`src/rtl/delta_sequencer.sv`:
```
// rtl/delta_sequencer.sv - output-layer delta sequencer over shared fp add/sub and multiplier cores
module delta_sequencer #(
    parameter int N_OUT   = 4,
    parameter int ADDR_W  = 2,
    parameter int ADD_LAT = 7,
    parameter int MUL_LAT = 5
) (
    input  logic              iCLK,
    input  logic              iRST_N,
    input  logic              iSTART,
    output logic              oBUSY,
    output logic              oDONE,
    output logic [ADDR_W-1:0] oRD_ADDR,
    input  logic [31:0]       iTEACH,
    input  logic [31:0]       iOUTPUT,
    output logic              oWR_EN,
    output logic [ADDR_W-1:0] oWR_ADDR,
    output logic [31:0]       oERROR,
    output logic              oADD_SUB,
    output logic [31:0]       oADD_A,
    output logic [31:0]       oADD_B,
    input  logic [31:0]       iADD_RESULT,
    output logic [31:0]       oMUL_A,
    output logic [31:0]       oMUL_B,
    input  logic [31:0]       iMUL_RESULT
);

    // Counter value is measured from the ISSUE_T cycle (count 0).
    localparam int CNT_LAST = ADD_LAT + 1 + 2 * MUL_LAT;
    localparam int CNT_W    = $clog2(CNT_LAST + 1);

    localparam logic [CNT_W-1:0]  C_DIFF   = CNT_W'(ADD_LAT);
    localparam logic [CNT_W-1:0]  C_MUL1   = CNT_W'(ADD_LAT + 1);
    localparam logic [CNT_W-1:0]  C_MUL2   = CNT_W'(ADD_LAT + 1 + MUL_LAT);
    localparam logic [CNT_W-1:0]  C_LAST   = CNT_W'(CNT_LAST);
    localparam logic [ADDR_W-1:0] IDX_LAST = ADDR_W'(N_OUT - 1);
    localparam logic [31:0]       FP_ONE   = 32'h3f80_0000;

    typedef enum logic [2:0] {
        S_IDLE,
        S_READ,
        S_ISSUE_T,
        S_ISSUE_1,
        S_WAIT,
        S_WRITE,
        S_DONE
    } state_t;

    state_t            state_q, state_d;
    logic [ADDR_W-1:0] idx_q, idx_d;
    logic [ADDR_W-1:0] wr_addr_q, wr_addr_d;
    logic [CNT_W-1:0]  cnt_q, cnt_d;
    logic [31:0]       oreg_q, oreg_d;
    logic [31:0]       diff_q, diff_d;
    logic [31:0]       err_q, err_d;
    logic              calc;

    always_ff @(posedge iCLK or negedge iRST_N) begin
        if (!iRST_N) begin
            state_q   <= S_IDLE;
            idx_q     <= '0;
            wr_addr_q <= '0;
            cnt_q     <= '0;
            oreg_q    <= '0;
            diff_q    <= '0;
            err_q     <= '0;
        end else begin
            state_q   <= state_d;
            idx_q     <= idx_d;
            wr_addr_q <= wr_addr_d;
            cnt_q     <= cnt_d;
            oreg_q    <= oreg_d;
            diff_q    <= diff_d;
            err_q     <= err_d;
        end
    end

    always_comb begin
        state_d   = state_q;
        idx_d     = idx_q;
        wr_addr_d = wr_addr_q;
        cnt_d     = cnt_q;
        oreg_d    = oreg_q;
        diff_d    = diff_q;
        err_d     = err_q;
        oWR_EN    = 1'b0;
        oDONE     = 1'b0;
        oADD_A    = '0;
        oADD_B    = '0;
        oMUL_A    = '0;
        oMUL_B    = '0;

        calc = (state_q == S_ISSUE_T) || (state_q == S_ISSUE_1) || (state_q == S_WAIT);

        // Core results are picked up purely by counter position, never by value.
        if (calc) begin
            cnt_d = cnt_q + CNT_W'(1);
            if (cnt_q == C_DIFF) begin
                diff_d = iADD_RESULT;
            end
            if (cnt_q == C_MUL1) begin
                oMUL_A = oreg_q;
                oMUL_B = iADD_RESULT;
            end
            if (cnt_q == C_MUL2) begin
                oMUL_A = iMUL_RESULT;
                oMUL_B = diff_q;
            end
        end

        case (state_q)
            S_IDLE: begin
                if (iSTART) begin
                    idx_d   = '0;
                    state_d = S_READ;
                end
            end
            S_READ: begin
                cnt_d   = '0;
                state_d = S_ISSUE_T;
            end
            S_ISSUE_T: begin
                oADD_A  = iTEACH;
                oADD_B  = iOUTPUT;
                oreg_d  = iOUTPUT;
                state_d = S_ISSUE_1;
            end
            S_ISSUE_1: begin
                oADD_A  = FP_ONE;
                oADD_B  = oreg_q;
                state_d = S_WAIT;
            end
            S_WAIT: begin
                if (cnt_q == C_LAST) begin
                    err_d     = iMUL_RESULT;
                    wr_addr_d = idx_q;
                    state_d   = S_WRITE;
                end
            end
            S_WRITE: begin
                oWR_EN = 1'b1;
                if (idx_q == IDX_LAST) begin
                    state_d = S_DONE;
                end else begin
                    idx_d   = idx_q + ADDR_W'(1);
                    state_d = S_READ;
                end
            end
            S_DONE: begin
                oDONE   = 1'b1;
                state_d = S_IDLE;
            end
            default: state_d = S_IDLE;
        endcase
    end

    assign oBUSY    = (state_q != S_IDLE) && (state_q != S_DONE);
    assign oRD_ADDR = idx_q;
    assign oWR_ADDR = wr_addr_q;
    assign oERROR   = err_q;
    assign oADD_SUB = 1'b0;

endmodule

```
`config.mk`:
```
export PLATFORM = sky130hd
export DESIGN_NAME = delta_sequencer
export DESIGN_NICKNAME = d
export VERILOG_FILES = /design/src/rtl/delta_sequencer.sv
export SDC_FILE = /design/constraint.sdc
export NUM_CORES = 1
export LEC_CHECK = 0
export CELL_PAD_IN_SITES_DETAIL_PLACEMENT = 0
export CELL_PAD_IN_SITES_GLOBAL_PLACEMENT = 1
export CORE_MARGIN = 2
export CORE_UTILIZATION = 30
export DETAILED_ROUTE_END_ITERATION = 10
export GPL_TIMING_DRIVEN = 0
export PLACE_DENSITY = 0.82
export SLEW_MARGIN = 10
export SYNTH_ARGS = -nofsm -noshare
export SYNTH_HDL_FRONTEND = slang
export SYNTH_SLANG_ARGS = --single-unit
```
`constraint.sdc`:
```
create_clock -name iCLK -period 1.87 [get_ports iCLK]
set_input_delay 0.374 -clock iCLK [delete_from_list [all_inputs] [get_ports iCLK]]
set_output_delay 0.374 -clock iCLK [all_outputs]
set_load 0.01 [all_outputs]
```
Figure 1. Register map, names as in the netlist.
(2 px per um)
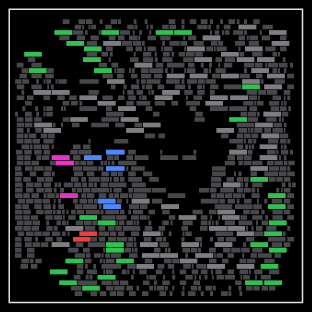
- blue: cnt_q (sequential cells 5)
- green: oERROR (sequential cells 32; where widely spread)
- red: oWR_ADDR (sequential cells 2)
- magenta: state_q (sequential cells 3)
- not coloured: 66
fin util: 58.1%
flop share of the area: 23.8%
register area: 2710 um^2

Figure 2. Logic cells by family.
(2 px per um)
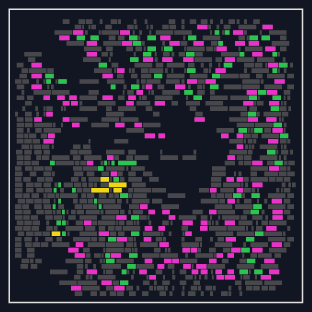
- green: aoi and oai cells (cells 81; where widely spread)
- yellow: fa/ha/maj cells (cells 5)
- magenta: mux cells (cells 133; where widely spread)
Final Non-Filler Cells: 1215
most numerous logic cell after layout: clkdlybuf4s50_1
Comb area share: 32.8%

Figure 3. Nets reached from selected ports.
(3 px per um)
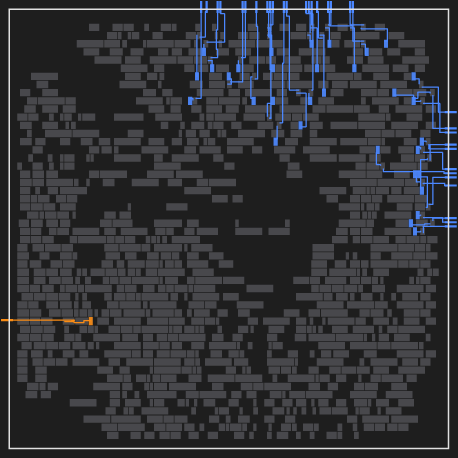
- blue: oMUL_B (bits 32; direction output; edge 20 top, 12 right; end cells 32; buffers 32; wire 753 um)
- orange: oWR_EN (bits 1; direction output; edge left; end cells 1; buffers 1; wire 31.8 um)
IO Count: 299
Port Buffers: 297

==> results.sh <==
# flow metrics
export IMPL_wl_per_cell_um=20.1
export IMPL_edf_count=0
export IMPL_gp_congestion=0.834
export IMPL_cts_hold_buf=1
export IMPL_yosys_warnings=0
export IMPL_cp_startpoint="cnt_q[0]"
export IMPL_hp_class="reg -> reg"
export IMPL_fin_ws_ns=-0.550
export IMPL_holdPathEnd="oERROR[15]"
export IMPL_synth_top_cell_by_count="nor2_1"
export IMPL_placed_cell_area_um2=9370
export IMPL_status="finished, violations left"
export IMPL_finalSetupTns_ns=-45.62
export IMPL_setup_viol=136
export IMPL_crit_buf_inv=4
export IMPL_wl_met1_mm=10.1
export IMPL_clock_fmax_mhz=413
export IMPL_non_clock_inverter_count=6
export IMPL_rsz0062_at_grt="true"
export IMPL_postSynthSeqShare_pct=44.7
export IMPL_ff_type="dfrtp_1"
export IMPL_worstPathRequired_ns=1.50
export IMPL_ys_top_logic_family="multiplexers"
export IMPL_wl_met2_mm=12.6
export IMPL_ys_types=39
export IMPL_totalWireLength_mm=24.4
export IMPL_violations="negative setup slack"
export IMPL_yosys_area_um2=6040
export IMPL_dp_cells=1115
export IMPL_fill_cells=1703
export IMPL_power_w=0.00503
export IMPL_netlist_top_cells_count="nor2_1, dfrtp_1, a22oi_1"
export IMPL_ant_nets=0
export IMPL_hpwl_mm=15.9
export IMPL_critPathKind="reg -> out"
export IMPL_tap_cells=265
export IMPL_grt_max_degree=59
export IMPL_leakagePower_nw=5.19
export IMPL_path_max_fanout=10
export IMPL_slowest_delay_ns=0.41
export IMPL_numSynthFlops=108
export IMPL_cts_setup_buffers=51
export IMPL_design_area_um2=11400
export IMPL_route_top_layer_used="met4"
Figure 4. Metal layers overlaid.
(2 px per um)
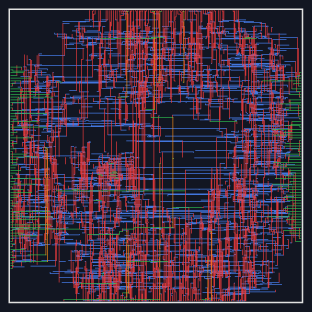
- orange: M4 (wire length 506 um)
- blue: M1 (wire length 10100 um)
- green: M3 (wire length 1220 um)
- red: M2 (wire length 12600 um)

Figure 5. The clock network.
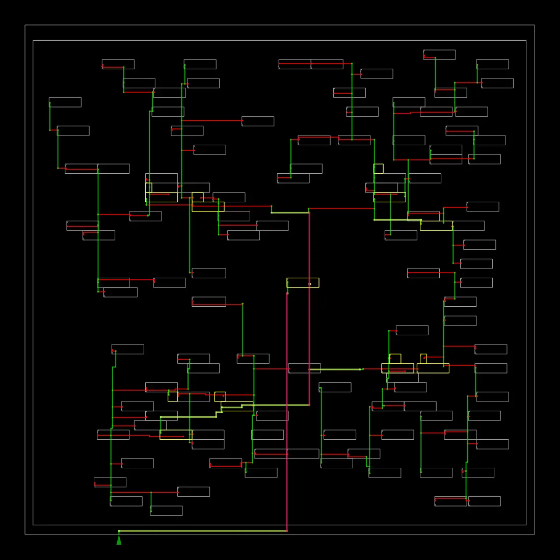
Clk power: 0.00184 W
total CTS buffers: 9
clkbuf count: 9
sequential cells: 108
total clock sinks: 108

## registers in the layout (all words and copies together), names as in the netlist
register	count
oRD_ADDR	2
oERROR	32
diff_q	32
cnt_q	5
state_q	3
oreg_q	32
oWR_ADDR	2
## layer usage
metal	vias up	GRT usage, %
li1	2765	-
met1	2979	25.4
met2	206	37.3
met3	26	4.61
met4	0	4.80
met5	-	0
## where the power goes
part           switching (W)  internal (W)  total (W)
clock network       0.000929      0.000913    0.00184
logic               0.000213      0.000449   0.000662
registers          0.0000843       0.00244    0.00252
## worst max-delay path by stage
stage | end | slack [ns] | cells past startpoint
floorplan | oMUL_A[0] | 0.07 | 7
global placement | diff_q[4] | -4.15 | 1
detailed placement | oMUL_A[25] | -1.04 | 6
CTS | oMUL_B[7] | -0.58 | 10
global route | oMUL_B[7] | -0.67 | 10
finish | oMUL_B[5] | -0.55 | 8
## cells in the final DEF, fill, tap and decap left out, types with 4 or more instances in the layout
master / n
buf_8: 15
buf_12: 25
and3_4: 23
clkdlybuf4s50_1: 165
nor2_2: 5
inv_2: 4
dfrtp_1: 105
buf_2: 106
clkbuf_2: 8
a22oi_1: 11
mux2i_1: 32
mux2_4: 71
nor2_4: 8
o21ai_0: 6
buf_6: 72
nor2_1: 100
mux2_2: 27
a22oi_2: 54
nand2_1: 4
clkbuf_16: 18
buf_4: 27
## kinds of logic (layout without fill, tap and decap cells)
| logic type | count (synthesis) | count (layout) |
|---|---|---|
| and+or+nand+nor | 166 | 166 |
| muxes | 133 | 133 |
| DFF | 108 | 108 |
| AOI/OAI and AO/OA | 81 | 81 |
| buffers and inverters | 57 | 455 |
| adders and majority gates | 5 | 5 |
| other | 1 | 1 |
| xor gates and xnor gates | 1 | 1 |
Power and IR drop assume default switching activity.
